m4.png
The bar under the picture is 100 µm long.
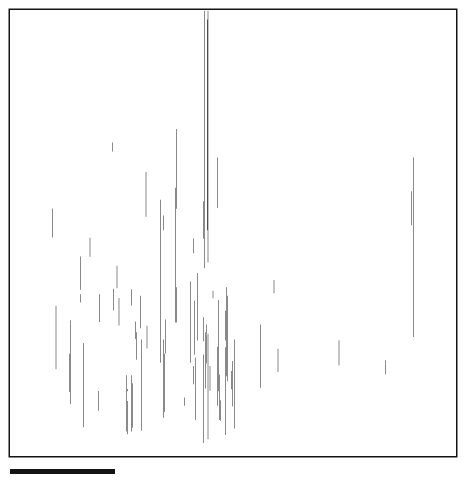
class_map.png
The bar under the picture is 100 µm long. Fill, decap, tap and diode cells in grey.
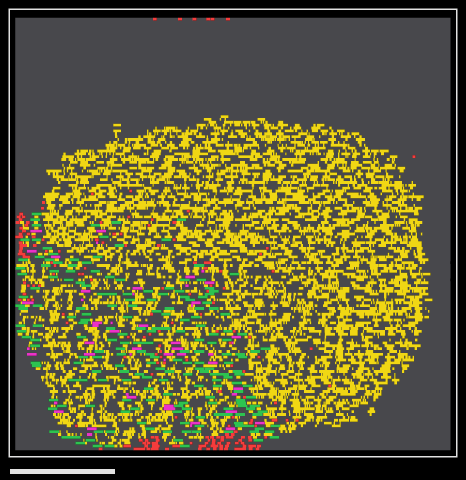
layers.png
The bar under the picture is 100 µm long.
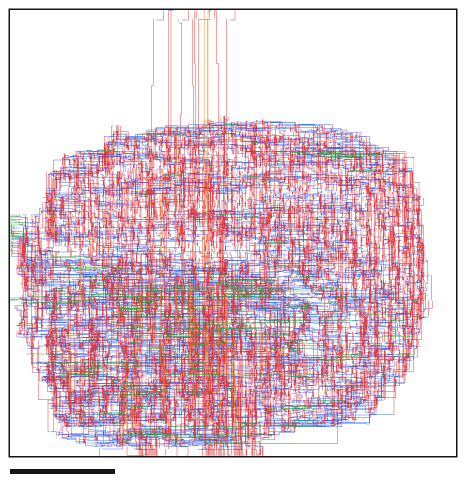
placed.png
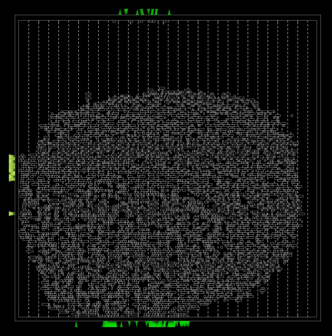
$ cat config.mk
export PLATFORM = sky130hd
export DESIGN_NAME = muldiv_sequencer
export DESIGN_NICKNAME = d
export VERILOG_FILES = /design/src/rtl/riscv_pkg.sv /design/src/rtl/div_iter.sv /design/src/rtl/muldiv_sequencer.sv
export SDC_FILE = /design/constraint.sdc
export NUM_CORES = 2
export LEC_CHECK = 0
export CORE_MARGIN = 5
export CORE_UTILIZATION = 30
export DETAILED_ROUTE_END_ITERATION = 8
export PLACE_DENSITY = 0.52
export REMOVE_ABC_BUFFERS = 1
export SKIP_LAST_GASP = 1
export SLEW_MARGIN = 5
export SYNTH_ARGS = -nofsm -noshare
export SYNTH_HDL_FRONTEND = slang
export SYNTH_SLANG_ARGS = --single-unit
$ cat constraint.sdc
create_clock -name clk -period 11.86 [get_ports clk]
set_input_delay 2.965 -clock clk [delete_from_list [all_inputs] [get_ports clk]]
set_output_delay 2.965 -clock clk [all_outputs]
set_load 0.01 [all_outputs]
$ cat src/rtl/riscv_pkg.sv
// Shared RISC-V execute-stage definitions: ALU operation codes and the
// multiply/divide sequencer state encoding.
package riscv_pkg;

  localparam logic [3:0] ALU_MUL  = 4'd10;
  localparam logic [3:0] ALU_MULH = 4'd11;
  localparam logic [3:0] ALU_DIV  = 4'd12;
  localparam logic [3:0] ALU_REM  = 4'd13;

  localparam int unsigned XLEN       = 32;
  localparam int unsigned DIV_CYCLES = 32;

  typedef enum logic [1:0] {
    ST_IDLE = 2'd0,
    ST_MUL  = 2'd1,
    ST_DIV  = 2'd2,
    ST_DONE = 2'd3
  } md_state_t;

  function automatic logic is_muldiv(input logic [3:0] code);
    return (code >= ALU_MUL) && (code <= ALU_REM);
  endfunction

  function automatic logic is_mul(input logic [3:0] code);
    return (code == ALU_MUL) || (code == ALU_MULH);
  endfunction

endpackage

$ cat src/rtl/div_iter.sv
// Unsigned restoring divider core: one shift-subtract step per cycle on magnitudes.
// Next-step quotient/remainder are combinational so the caller can capture the final step.
module div_iter
  import riscv_pkg::*;
(
  input  logic              clk,
  input  logic              rst,
  input  logic              load,
  input  logic              step,
  input  logic [XLEN-1:0]   dividend,
  input  logic [XLEN-1:0]   divisor,
  output logic [XLEN-1:0]   quo_next,
  output logic [XLEN-1:0]   rem_next,
  output logic              last
);

  logic [XLEN-1:0] quo;
  logic [XLEN-1:0] rem;
  logic [XLEN-1:0] dsr;
  logic [4:0]      cnt;
  logic [XLEN:0]   shifted;
  logic [XLEN:0]   trial;
  logic            fits;

  // Remainder is always below the divisor (<= 2^31), so the shifted value
  // fits in 33 bits and bit 32 of the trial difference is its sign.
  assign shifted  = {rem, quo[XLEN-1]};
  assign trial    = shifted - {1'b0, dsr};
  assign fits     = ~trial[XLEN];
  assign rem_next = fits ? trial[XLEN-1:0] : shifted[XLEN-1:0];
  assign quo_next = {quo[XLEN-2:0], fits};
  assign last     = (cnt == 5'(DIV_CYCLES - 1));

  always_ff @(posedge clk or posedge rst) begin
    if (rst) begin
      quo <= '0;
      rem <= '0;
      dsr <= '0;
      cnt <= '0;
    end else if (load) begin
      quo <= dividend;
      rem <= '0;
      dsr <= divisor;
      cnt <= '0;
    end else if (step) begin
      quo <= quo_next;
      rem <= rem_next;
      cnt <= cnt + 5'd1;
    end
  end

endmodule

$ cat src/rtl/muldiv_sequencer.sv
// Multi-cycle MUL/MULH/DIV/REM unit for the EX stage: MUL 2 cycles, DIV/REM 33, special divides 1.
// Holds the pipeline via stall until the result cycle; flush aborts silently.
module muldiv_sequencer
  import riscv_pkg::*;
(
  input  logic               clk,
  input  logic               rst,
  input  logic               start,
  input  logic [3:0]         ALU_CON,
  input  logic signed [31:0] in_1,
  input  logic signed [31:0] in_2,
  input  logic               flush,
  output logic signed [31:0] out,
  output logic               done,
  output logic               busy,
  output logic               stall
);

  md_state_t       state;
  logic [3:0]      op;
  logic [31:0]     op_a;
  logic [31:0]     op_b;
  logic            neg_q;
  logic            neg_r;

  logic            valid_req;
  logic            accept;
  logic            req_div;
  logic            div_zero;
  logic            div_ovf;
  logic            div_load;
  logic            div_step;
  logic [31:0]     a_mag;
  logic [31:0]     b_mag;
  logic [63:0]     product;
  logic [31:0]     quo_next;
  logic [31:0]     rem_next;
  logic [31:0]     q_fix;
  logic [31:0]     r_fix;
  logic            div_last;

  assign valid_req = is_muldiv(ALU_CON);
  assign accept    = (state == ST_IDLE) && start && valid_req && !flush;
  assign req_div   = (ALU_CON == ALU_DIV) || (ALU_CON == ALU_REM);
  assign div_zero  = (in_2 == 32'sd0);
  assign div_ovf   = (in_1 == 32'sh8000_0000) && (in_2 == -32'sd1);
  assign div_load  = accept && req_div && !div_zero && !div_ovf;
  assign div_step  = (state == ST_DIV) && !flush;

  assign a_mag = in_1[31] ? (~in_1 + 32'd1) : in_1;
  assign b_mag = in_2[31] ? (~in_2 + 32'd1) : in_2;

  // Sign-extended 64x64 product; the low 64 bits equal the signed 32x32 product.
  assign product = {{32{op_a[31]}}, op_a} * {{32{op_b[31]}}, op_b};

  assign q_fix = neg_q ? (~quo_next + 32'd1) : quo_next;
  assign r_fix = neg_r ? (~rem_next + 32'd1) : rem_next;

  // Held through MUL/DIV and on the accepting cycle; released in DONE.
  assign stall = !rst && ((state == ST_MUL) || (state == ST_DIV) ||
                          ((state == ST_IDLE) && start && valid_req));

  div_iter u_div_iter (
    .clk      (clk),
    .rst      (rst),
    .load     (div_load),
    .step     (div_step),
    .dividend (a_mag),
    .divisor  (b_mag),
    .quo_next (quo_next),
    .rem_next (rem_next),
    .last     (div_last)
  );

  always_ff @(posedge clk or posedge rst) begin
    if (rst) begin
      state <= ST_IDLE;
      op    <= '0;
      op_a  <= '0;
      op_b  <= '0;
      neg_q <= 1'b0;
      neg_r <= 1'b0;
      out   <= '0;
      done  <= 1'b0;
      busy  <= 1'b0;
    end else begin
      done <= 1'b0;
      if (flush) begin
        state <= ST_IDLE;
        busy  <= 1'b0;
      end else begin
        case (state)
          ST_IDLE: begin
            if (accept) begin
              op    <= ALU_CON;
              op_a  <= in_1;
              op_b  <= in_2;
              neg_q <= in_1[31] ^ in_2[31];
              neg_r <= in_1[31];
              busy  <= 1'b1;
              if (is_mul(ALU_CON)) begin
                state <= ST_MUL;
              end else if (div_zero) begin
                state <= ST_DONE;
                done  <= 1'b1;
                out   <= (ALU_CON == ALU_DIV) ? 32'hFFFF_FFFF : in_1;
              end else if (div_ovf) begin
                state <= ST_DONE;
                done  <= 1'b1;
                out   <= (ALU_CON == ALU_DIV) ? 32'h8000_0000 : 32'h0000_0000;
              end else begin
                state <= ST_DIV;
              end
            end
          end
          ST_MUL: begin
            state <= ST_DONE;
            done  <= 1'b1;
            out   <= (op == ALU_MULH) ? product[63:32] : product[31:0];
          end
          ST_DIV: begin
            if (div_last) begin
              state <= ST_DONE;
              done  <= 1'b1;
              out   <= (op == ALU_DIV) ? q_fix : r_fix;
            end
          end
          ST_DONE: begin
            state <= ST_IDLE;
            busy  <= 1'b0;
          end
          default: begin
            state <= ST_IDLE;
            busy  <= 1'b0;
          end
        endcase
      end
    end
  end

endmodule

==> flow_summary.toml <==
# generated from flow reports
[run_status]
status = "finished clean"

[final_layout]
buffers = 189
final_nets = 6931
insertedDiodeCount = 8
comb_area_share_pct = 73.9
fill_cell_count = 17700
post_layout_nonfiller_instances = 7796
comb_multi_in = 4100
drive_above_1_share_pct = 4.83
layout.area.top_class = "multi-input combinational cells"
clock_buffer_count = 32
footprint_of_the_multi_input_gates_um2 = 41200
nonClkBufAreaFrac_pct = 3.03
final_layout_top_logic_cell = "sky130_fd_sc_hd__fa_1"
seqCellArea_um2 = 5180
non_cts_inverters = 1023
clock_network_area_share_pct = 1.80
layout_top_cells_excl_fill_tap = "sky130_fd_sc_hd__fa_1 (1083), sky130_fd_sc_hd__inv_1 (1019), sky130_fd_sc_hd__nand2_1 (686)"
syn_to_final_growth_pct = 8.49

[sta]
maxClockFrequency_mhz = 109
worstMarginPinSlew_ns = 1.17
fin_worst_skew_ns = 0.0252
timing.final.crit_share_pct = 77.7
timing.setup.tns_ns = 0
rsz0062_at_grt = "false"
max-slew-margin-rel_pct = 20.8
fin_hold_ws_ns = 0.483
final_hold_viol_count = 0
report.final.setup_viol = 0
drv_slew = 0
final_min_period_ns = 9.22
layout_setup_ws_ns = 2.64

[synthesis]
ys_sh_simple_pct = 16.6
yosysTopAreaCellShare_pct = 42.3
synth_flop_count = 206
commonest_register_cell_after_synthesis = "sky130_fd_sc_hd__dfrtp_1"
yosys-dominant-comb-family = "adder cells"
synthDistinctLibCells = 89
post_synth_ao_oa_area_fraction_pct = 9.96
fa_ha_area_share_pct = 47.8
yosysWarningCount = 0
async_flop_share_pct = 100
ys_cells = 5643
enable_flop_cells = 0
topCellsByArea = "sky130_fd_sc_hd__fa_1 (42%), sky130_fd_sc_hd__dfrtp_1 (10%), sky130_fd_sc_hd__inv_1 (7.5%), sky130_fd_sc_hd__and2_1 (6.4%), sky130_fd_sc_hd__ha_1 (5.6%)"
synth-xor-area-share_pct = 3.14
synthMuxAreaShare_pct = 2.65
synth.avg_cell_area_um2 = 9.09
post-synth-top-area-cell = "sky130_fd_sc_hd__fa_1"
mappedNetlistArea_um2 = 51300
synthCells = 5643
postSynthSeqShare_pct = 10.0
synth.yosys.chip_area_um2 = 51300

[clock_tree]
cts_root_buf = "sky130_fd_sc_hd__clkbuf_16"
hold_buffers = 0
tritoncts = "done"
clock.latency.late_pin_ns = 0.59
post_cts.repair.setup_buffers = 0
count_of_cells_resized_by_post_cts_repair = 0
cts_inserted_buffers = 28
htreeDepth = 1
numClockSinks = 206
max-clock-path-buffers = 3
clk_pin_slew_ns = 0.06

[route]
number_of_iterations_in_the_first_detailed_routing_pass = 6
drt.antenna.violating_nets = 0
maxUsedRoutingLayer = "met4"
detailedRoute.firstIterationViolations = 2786
route.met2.wl_um = 80200
vias_per_cell = 5.06
drcViolationCount = 0
wire_length_on_met1_um = 72100
routed-wl-met3_um = 8600

[placed_design]
buffer_ports.inserted = 106
place_area_um2 = 54600
routabilityCongestion = 0.883
placed_cells_incl_taps = 7736
dp_hpwl_um = 131000
placement.setup.worst_slack_ns = 2.72

[global_route]
globalRouteOverflowTotal = 0
grt_antenna_before_repair = 10
met1_usage_pct = 25.2
maximum_number_of_pins_on_one_net_before_global_route_repair = 104
grt-busiest-layer = "met2"
met2_usage_pct = 31.3
first_global_vias = 41600
met3_usage_grt_pct = 1.93
wire_length_of_the_first_global_routing_pass_um = 257000

[floorplan]
io-pin-count = 107
fp_util_pct = 30.2
chipHeight_um = 424
floorplan.tapcells = 2218
die.size.x_um = 424
floorplan.die_area_um2 = 179000

[run]
number_of_openroad_warnings = 33
maxCapViolCount = 0

[critical_path]
critical_path.endpoint_type = "flip-flop"
critPathKind = "reg2reg"
slowest_delay_ns = 0.90
critical_path.most_common_cell = "sky130_fd_sc_hd__fa_1"
maximum_fanout_along_the_worst_path = 18
critPathArrivalTime_ns = 9.67
worstSetupStartpointType = "flip-flop"
cp_data_required_time_ns = 12.32
cell_class_contributing_the_biggest_share_of_worst_path_delay = "adder cells"
wp_buf_inv = 7
slowest_stage = "sky130_fd_sc_hd__fa_1"

[worst_hold_path]
min_path_type = "reg2reg"
About m4.png:
share of all routed wire	2.3%
wire length on this layer	3780 µm

About class_map.png:
colour	class	cells	share of their area
yellow	remaining logic cells	5123	85%
magenta	clock drivers and dummy loads	52	1.9%
green	registers	206	9.8%
red	remaining buffers and delay cells	189	3.2%
register fraction of the total cell area: 9.30%
number of rows in the core area: 151
fraction of the core area covered by cells at the end of the flow: 32.8%
total non-filler cell area in the finished layout: 55700 µm²

About layers.png:
colour	layer	wire length
orange	M4	3780 µm
green	M3	8600 µm
blue	M1	72.1 mm
red	M2	80.2 mm
overall track demand over capacity in global routing: 18.3%
DRT Wirelength: 165000 µm
Routed WL per cell: 21.1 µm
overall via count from detail_route: 39400

About placed.png:
Core Region: 170000 µm²
count of sequential standard cells: 206

state kept, by name, summed over array words and instances (netlist names):
| name | cells |
|---|---|
| state | 2 |
| u_div_iter.quo | 32 |
| op_a | 32 |
| op_b | 32 |
| done | 1 |
| neg_q | 1 |
| busy | 1 |
| u_div_iter.rem | 32 |
| u_div_iter.cnt | 5 |
| u_div_iter.dsr | 32 |
| op | 4 |
| out | 32 |
final timing paths:
check,from,to,slack [ns],cells past startpoint
worst max register to register,op_b[6],out[31],2.64,28
min in group asynchronous,rst,op_b[27],2.97,2
worst max-delay path,op_b[6],out[31],2.64,28
worst min register to register,u_div_iter.dsr[31],u_div_iter.dsr[31],0.48,2
worst min-delay path,u_div_iter.dsr[31],u_div_iter.dsr[31],0.48,2
max in group asynchronous,rst,op_a[9],6.72,4
cell usage after synthesis, drive strengths merged (48+ instances only):
library cell	n
a211oi	48
a21o	50
a21oi	161
and2	522
clkbuf	295
dfrtp	206
fa	1083
ha	228
inv	1021
mux2	70
mux2i	57
nand2	687
nor2	206
o21ai	216
xnor2	113
xor2	71
logic make-up (layout without fill, tap and decap cells):
kind of cell | after synthesis | count (layout)
adders and majority gates | 1311 | 1311
muxes | 127 | 127
xor gates and xnor gates | 184 | 184
other | 0 | 8
buffers and inverters | 1337 | 1264
AOI/OAI and AO/OA | 764 | 764
DFF | 206 | 206
and+or+nand+nor | 1714 | 1714
